`config.mk`:
```
export PLATFORM = sky130hd
export DESIGN_NAME = vss_partition_flow_tdm_rx_flat
export DESIGN_NICKNAME = d
export VERILOG_FILES = /design/src/rtl/vss_partition_flow_tdm_rx_if.sv /design/src/rtl/vss_partition_flow_tdm_rx.sv /design/src/flat_wrapper.sv
export SDC_FILE = /design/constraint.sdc
export NUM_CORES = 1
export LEC_CHECK = 0
export ABC_CLOCK_PERIOD_IN_PS = 5150
export CAP_MARGIN = 15
export CORE_AREA = 2 2 39 41
export DETAILED_ROUTE_END_ITERATION = 16
export DIE_AREA = 0 0 41 43
export MAX_ROUTING_LAYER = met4
export PLACE_DENSITY = 0.85
export SYNTH_ARGS = -nofsm -noshare
export SYNTH_HDL_FRONTEND = slang
export SYNTH_SLANG_ARGS = --single-unit
```
`constraint.sdc`:
```
create_clock -name fastclk -period 5.15 [get_ports fastclk]
set_input_delay 0.515 -clock fastclk [delete_from_list [all_inputs] [get_ports fastclk]]
set_output_delay 0.515 -clock fastclk [all_outputs]
set_load 0.1 [all_outputs]
```
`src/rtl/vss_partition_flow_tdm_rx_if.sv`:
```
// Lane and frame bus of the VSS partition-flow TDM receiver.
//   in_data    : lane sample for the current slot (LANE_W bits)
//   in_sync    : frame marker, high in slot 0 only
//   out_data   : published frame, channel c at [c*CH_W +: CH_W]
//   out_valid  : one-cycle pulse when out_data updates
//   locked     : frame alignment held
//   sync_err   : one-cycle pulse on alignment loss
//   parity_err : one-cycle pulse on parity failure
// Modports: master = transmitter/observer side, slave = receiver.
interface vss_partition_flow_tdm_rx_if #(
  parameter int unsigned NUM_CH = 4,
  parameter int unsigned CH_W   = 1,
  parameter int unsigned LANE_W = 1
);
  logic [LANE_W-1:0]      in_data;
  logic                   in_sync;
  logic [NUM_CH*CH_W-1:0] out_data;
  logic                   out_valid;
  logic                   locked;
  logic                   sync_err;
  logic                   parity_err;

  modport master (
    output in_data, in_sync,
    input  out_data, out_valid, locked, sync_err, parity_err
  );

  modport slave (
    input  in_data, in_sync,
    output out_data, out_valid, locked, sync_err, parity_err
  );
endinterface

```
`src/rtl/vss_partition_flow_tdm_rx.sv`:
```
// TDM receiver for the VSS partitioning flow. Deserialises NUM_CH channels
// of CH_W bits from a LANE_W-bit lane, aligned to in_sync, and publishes all
// channels atomically at frame end.
// Ports:
//   fastclk : lane clock, all logic on the rising edge
//   reset   : asynchronous, active-high
//   bus     : vss_partition_flow_tdm_rx_if.slave (lane in, frame out, status)
// Option macro VSS_PARTITION_FLOW_TDM_PARITY_EN adds a trailing even-parity
// slot (in_data[0] = XOR of every payload lane bit, pad bits included).
module vss_partition_flow_tdm_rx #(
  parameter int unsigned NUM_CH = 4,
  parameter int unsigned CH_W   = 1,
  parameter int unsigned LANE_W = 1
) (
  input logic fastclk,
  input logic reset,
  vss_partition_flow_tdm_rx_if.slave bus
);

  localparam int unsigned SPC = (CH_W + LANE_W - 1) / LANE_W;
  localparam int unsigned PAY = NUM_CH * SPC;
  localparam int unsigned SW  = PAY * LANE_W;
`ifdef VSS_PARTITION_FLOW_TDM_PARITY_EN
  localparam int unsigned FRAME_LEN = PAY + 1;
`else
  localparam int unsigned FRAME_LEN = PAY;
`endif
  localparam int unsigned CW = (FRAME_LEN < 2) ? 1 : $clog2(FRAME_LEN);
  localparam logic [CW-1:0] LAST = CW'(FRAME_LEN - 1);

  if (FRAME_LEN < 2) begin : g_bad_frame_len
    $error("vss_partition_flow_tdm_rx: FRAME_LEN must be at least 2");
  end

  typedef enum logic {UNLOCKED, LOCKED} state_t;

  state_t                 state, state_n;
  logic [CW-1:0]          cnt, cnt_n;
  logic [CW-1:0]          wr_idx;
  logic                   cap;
  logic                   publish;
  logic                   serr_n;
  logic [SW-1:0]          shadow;
  logic [SW-1:0]          merged;
  logic [NUM_CH*CH_W-1:0] pub;
  logic [NUM_CH*CH_W-1:0] data_q;
  logic                   valid_q;
  logic                   serr_q;
`ifdef VSS_PARTITION_FLOW_TDM_PARITY_EN
  logic                   perr_n;
  logic                   perr_q;
  logic                   par_ok;

  // At the parity slot the whole payload already sits in shadow.
  assign par_ok = ((^shadow) == bus.in_data[0]);
`endif

  // Next-state / control.
  always_comb begin
    state_n = state;
    cnt_n   = cnt;
    cap     = 1'b0;
    wr_idx  = cnt;
    publish = 1'b0;
    serr_n  = 1'b0;
`ifdef VSS_PARTITION_FLOW_TDM_PARITY_EN
    perr_n  = 1'b0;
`endif
    unique case (state)
      UNLOCKED: begin
        if (bus.in_sync) begin
          cap     = 1'b1;
          wr_idx  = '0;
          cnt_n   = CW'(1);
          state_n = LOCKED;
        end
      end
      LOCKED: begin
        if (bus.in_sync && (cnt != '0)) begin
          // Early marker: drop the partial frame, this sample becomes slot 0.
          serr_n = 1'b1;
          cap    = 1'b1;
          wr_idx = '0;
          cnt_n  = CW'(1);
        end else if (!bus.in_sync && (cnt == '0)) begin
          serr_n  = 1'b1;
          cnt_n   = '0;
          state_n = UNLOCKED;
        end else begin
          cap = 1'b1;
          if (cnt == LAST) begin
            cnt_n = '0;
`ifdef VSS_PARTITION_FLOW_TDM_PARITY_EN
            if (par_ok) publish = 1'b1;
            else        perr_n  = 1'b1;
`else
            publish = 1'b1;
`endif
          end else begin
            cnt_n = cnt + CW'(1);
          end
        end
      end
      default: state_n = UNLOCKED;
    endcase
  end

  // Shadow frame with the current sample bypassed in, so the last slot
  // publishes on the same edge that captures it. The parity slot index
  // matches no payload slot and leaves the frame untouched.
  always_comb begin
    merged = shadow;
    if (cap) begin
      for (int unsigned s = 0; s < PAY; s++) begin
        if (wr_idx == CW'(s)) merged[s*LANE_W +: LANE_W] = bus.in_data;
      end
    end
  end

  // Channel chunks are contiguous LSB-first, so each channel is a straight
  // slice of the slot vector; pad bits above CH_W are skipped.
  always_comb begin
    pub = '0;
    for (int unsigned c = 0; c < NUM_CH; c++) begin
      pub[c*CH_W +: CH_W] = merged[c*SPC*LANE_W +: CH_W];
    end
  end

  always_ff @(posedge fastclk or posedge reset) begin
    if (reset) begin
      state   <= UNLOCKED;
      cnt     <= '0;
      shadow  <= '0;
      data_q  <= '0;
      valid_q <= 1'b0;
      serr_q  <= 1'b0;
    end else begin
      state   <= state_n;
      cnt     <= cnt_n;
      if (cap)     shadow <= merged;
      if (publish) data_q <= pub;
      valid_q <= publish;
      serr_q  <= serr_n;
    end
  end

`ifdef VSS_PARTITION_FLOW_TDM_PARITY_EN
  always_ff @(posedge fastclk or posedge reset) begin
    if (reset) perr_q <= 1'b0;
    else       perr_q <= perr_n;
  end

  assign bus.parity_err = perr_q;
`else
  assign bus.parity_err = 1'b0;
`endif

  assign bus.out_data  = data_q;
  assign bus.out_valid = valid_q;
  assign bus.locked    = (state == LOCKED);
  assign bus.sync_err  = serr_q;

endmodule

```
`src/flat_wrapper.sv`:
```
// flat-port wrapper written by rule: the top's interface ports become plain ports
module vss_partition_flow_tdm_rx_flat 
#(
  parameter int unsigned NUM_CH = 4,
  parameter int unsigned CH_W   = 1,
  parameter int unsigned LANE_W = 1
)
  (fastclk, reset, bus_in_data, bus_in_sync, bus_out_data, bus_out_valid, bus_locked, bus_sync_err, bus_parity_err);
  vss_partition_flow_tdm_rx_if #(.NUM_CH(NUM_CH), .CH_W(CH_W), .LANE_W(LANE_W)) bus_i ();
  input logic fastclk;
  input logic reset;
  input wire logic [$bits(bus_i.in_data)-1:0] bus_in_data;
  input wire logic [$bits(bus_i.in_sync)-1:0] bus_in_sync;
  output wire logic [$bits(bus_i.out_data)-1:0] bus_out_data;
  output wire logic [$bits(bus_i.out_valid)-1:0] bus_out_valid;
  output wire logic [$bits(bus_i.locked)-1:0] bus_locked;
  output wire logic [$bits(bus_i.sync_err)-1:0] bus_sync_err;
  output wire logic [$bits(bus_i.parity_err)-1:0] bus_parity_err;
  assign bus_i.in_data = bus_in_data;
  assign bus_i.in_sync = bus_in_sync;
  assign bus_out_data = bus_i.out_data;
  assign bus_out_valid = bus_i.out_valid;
  assign bus_locked = bus_i.locked;
  assign bus_sync_err = bus_i.sync_err;
  assign bus_parity_err = bus_i.parity_err;
  vss_partition_flow_tdm_rx #(.NUM_CH(NUM_CH), .CH_W(CH_W), .LANE_W(LANE_W)) u_core (.fastclk(fastclk), .reset(reset), .bus(bus_i));
endmodule
```
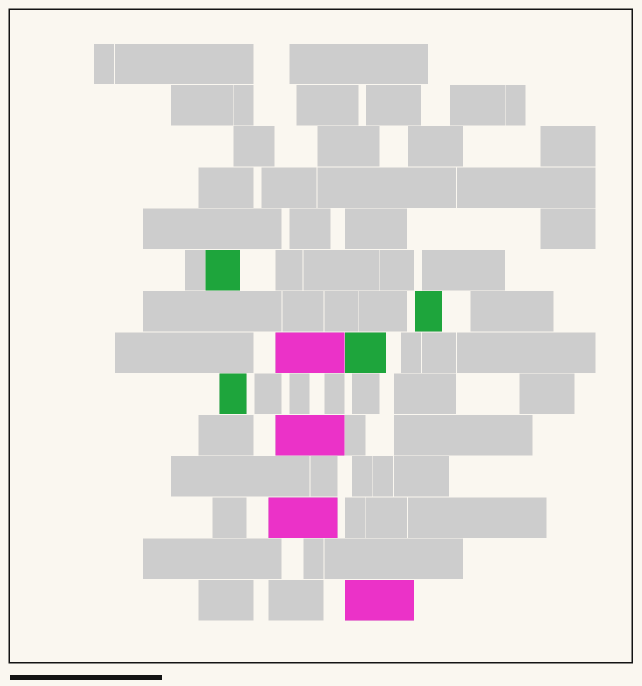
(gate-type map)
The bar under the picture is 10 um long.
legend:
  green:
    family: aoi and oai cells
    cells: 4
    where: center
  magenta:
    family: fa/ha/maj cells
    cells: 4
fin cells: 82
multi-input gate share of total cell area: 36.16%
most frequent logic cell in the layout: dfrtp_1

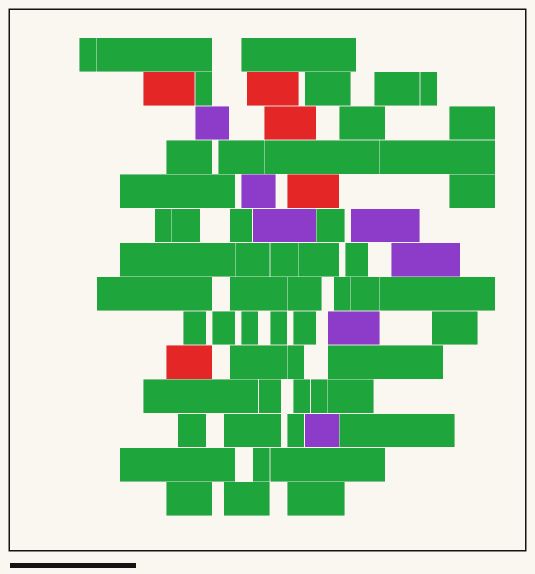
(drive-strength map)
The bar under the picture is 10 um long.
legend:
  purple:
    size: x3 and x4
    cells: 7
    most_used: clkbuf_4
  red:
    size: x2
    cells: 5
    most_used: mux2_2
  green:
    size: x1 and smaller
    cells: 54
    most_used: dfrtp_1
bufs w/o clock: 10
Finished Cell Area: 768.2 um^2
final setup margin: 2576 ps
Area Overhead vs Synth: 20.63%

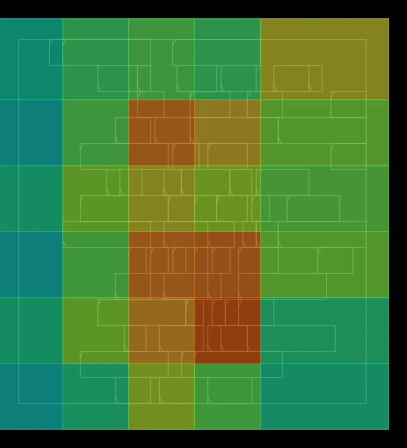
(congestion heat map)
total global-route track usage: 16.67%
GR Util met2: 26.56%

==> reports/qor.yml <==
status: "completed"
n_tap_cell: 16
path_clk_slew_ps: 80
ant_nets: 0
largest_area_cell: "dfrtp_1"
cts_hold_buf: 0
grt_max_degree: 14
grt_pass1_wl_mm: 1.856
topCellsByArea: "dfrtp_1 51%, ha_1 7.9%, mux2_2 7.1%, mux2_4 4.7%, inv_1 2.9%"
crit_cells: 1
top_cells_by_count: "13 x dfrtp_1, 5 x inv_1, 4 x ha_1, 4 x mux2_2, 3 x nor2_1"
log.warning_count: 28
slowest_delay_ps: 1210
met2_length_um: 625
ff_count: 13
wl_per_cell_um: 13.79
mux_share_pct: 13.36
wl_met1_um: 447
place_congestion: 0.7540
path_max_fanout: 13
tns_ps: 0
top_area_share_pct: 51.08
min_path_cells: 1
finalCritPeriodShare_pct: 49.97
setup_viol: 0
routed_wirelength_mm: 1.131
cp-start-kind: "flop"
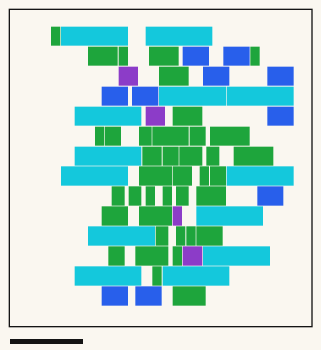
(cells colored by class)
The bar under the picture is 10 um long.
legend:
  purple:
    class: clock drivers and dummy loads
    cells: 4
    share_of_their_area: 3.5%
  cyan:
    class: sequential cells
    cells: 13
    share_of_their_area: 43%
  blue:
    class: remaining buffers and delay cells
    cells: 10
    share_of_their_area: 13%
  green:
    class: remaining logic cells
    cells: 39
    share_of_their_area: 40%

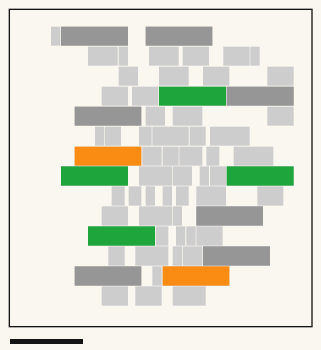
(where the registers sit)
The bar under the picture is 10 um long.
legend:
  orange:
    signal: u_core.cnt
    placed_flops: 2
  green:
    signal: u_core.shadow
    placed_flops: 4
Reg area: 325.3 um^2
post-layout util: 55.52%
sequential cell area share: 42.35%

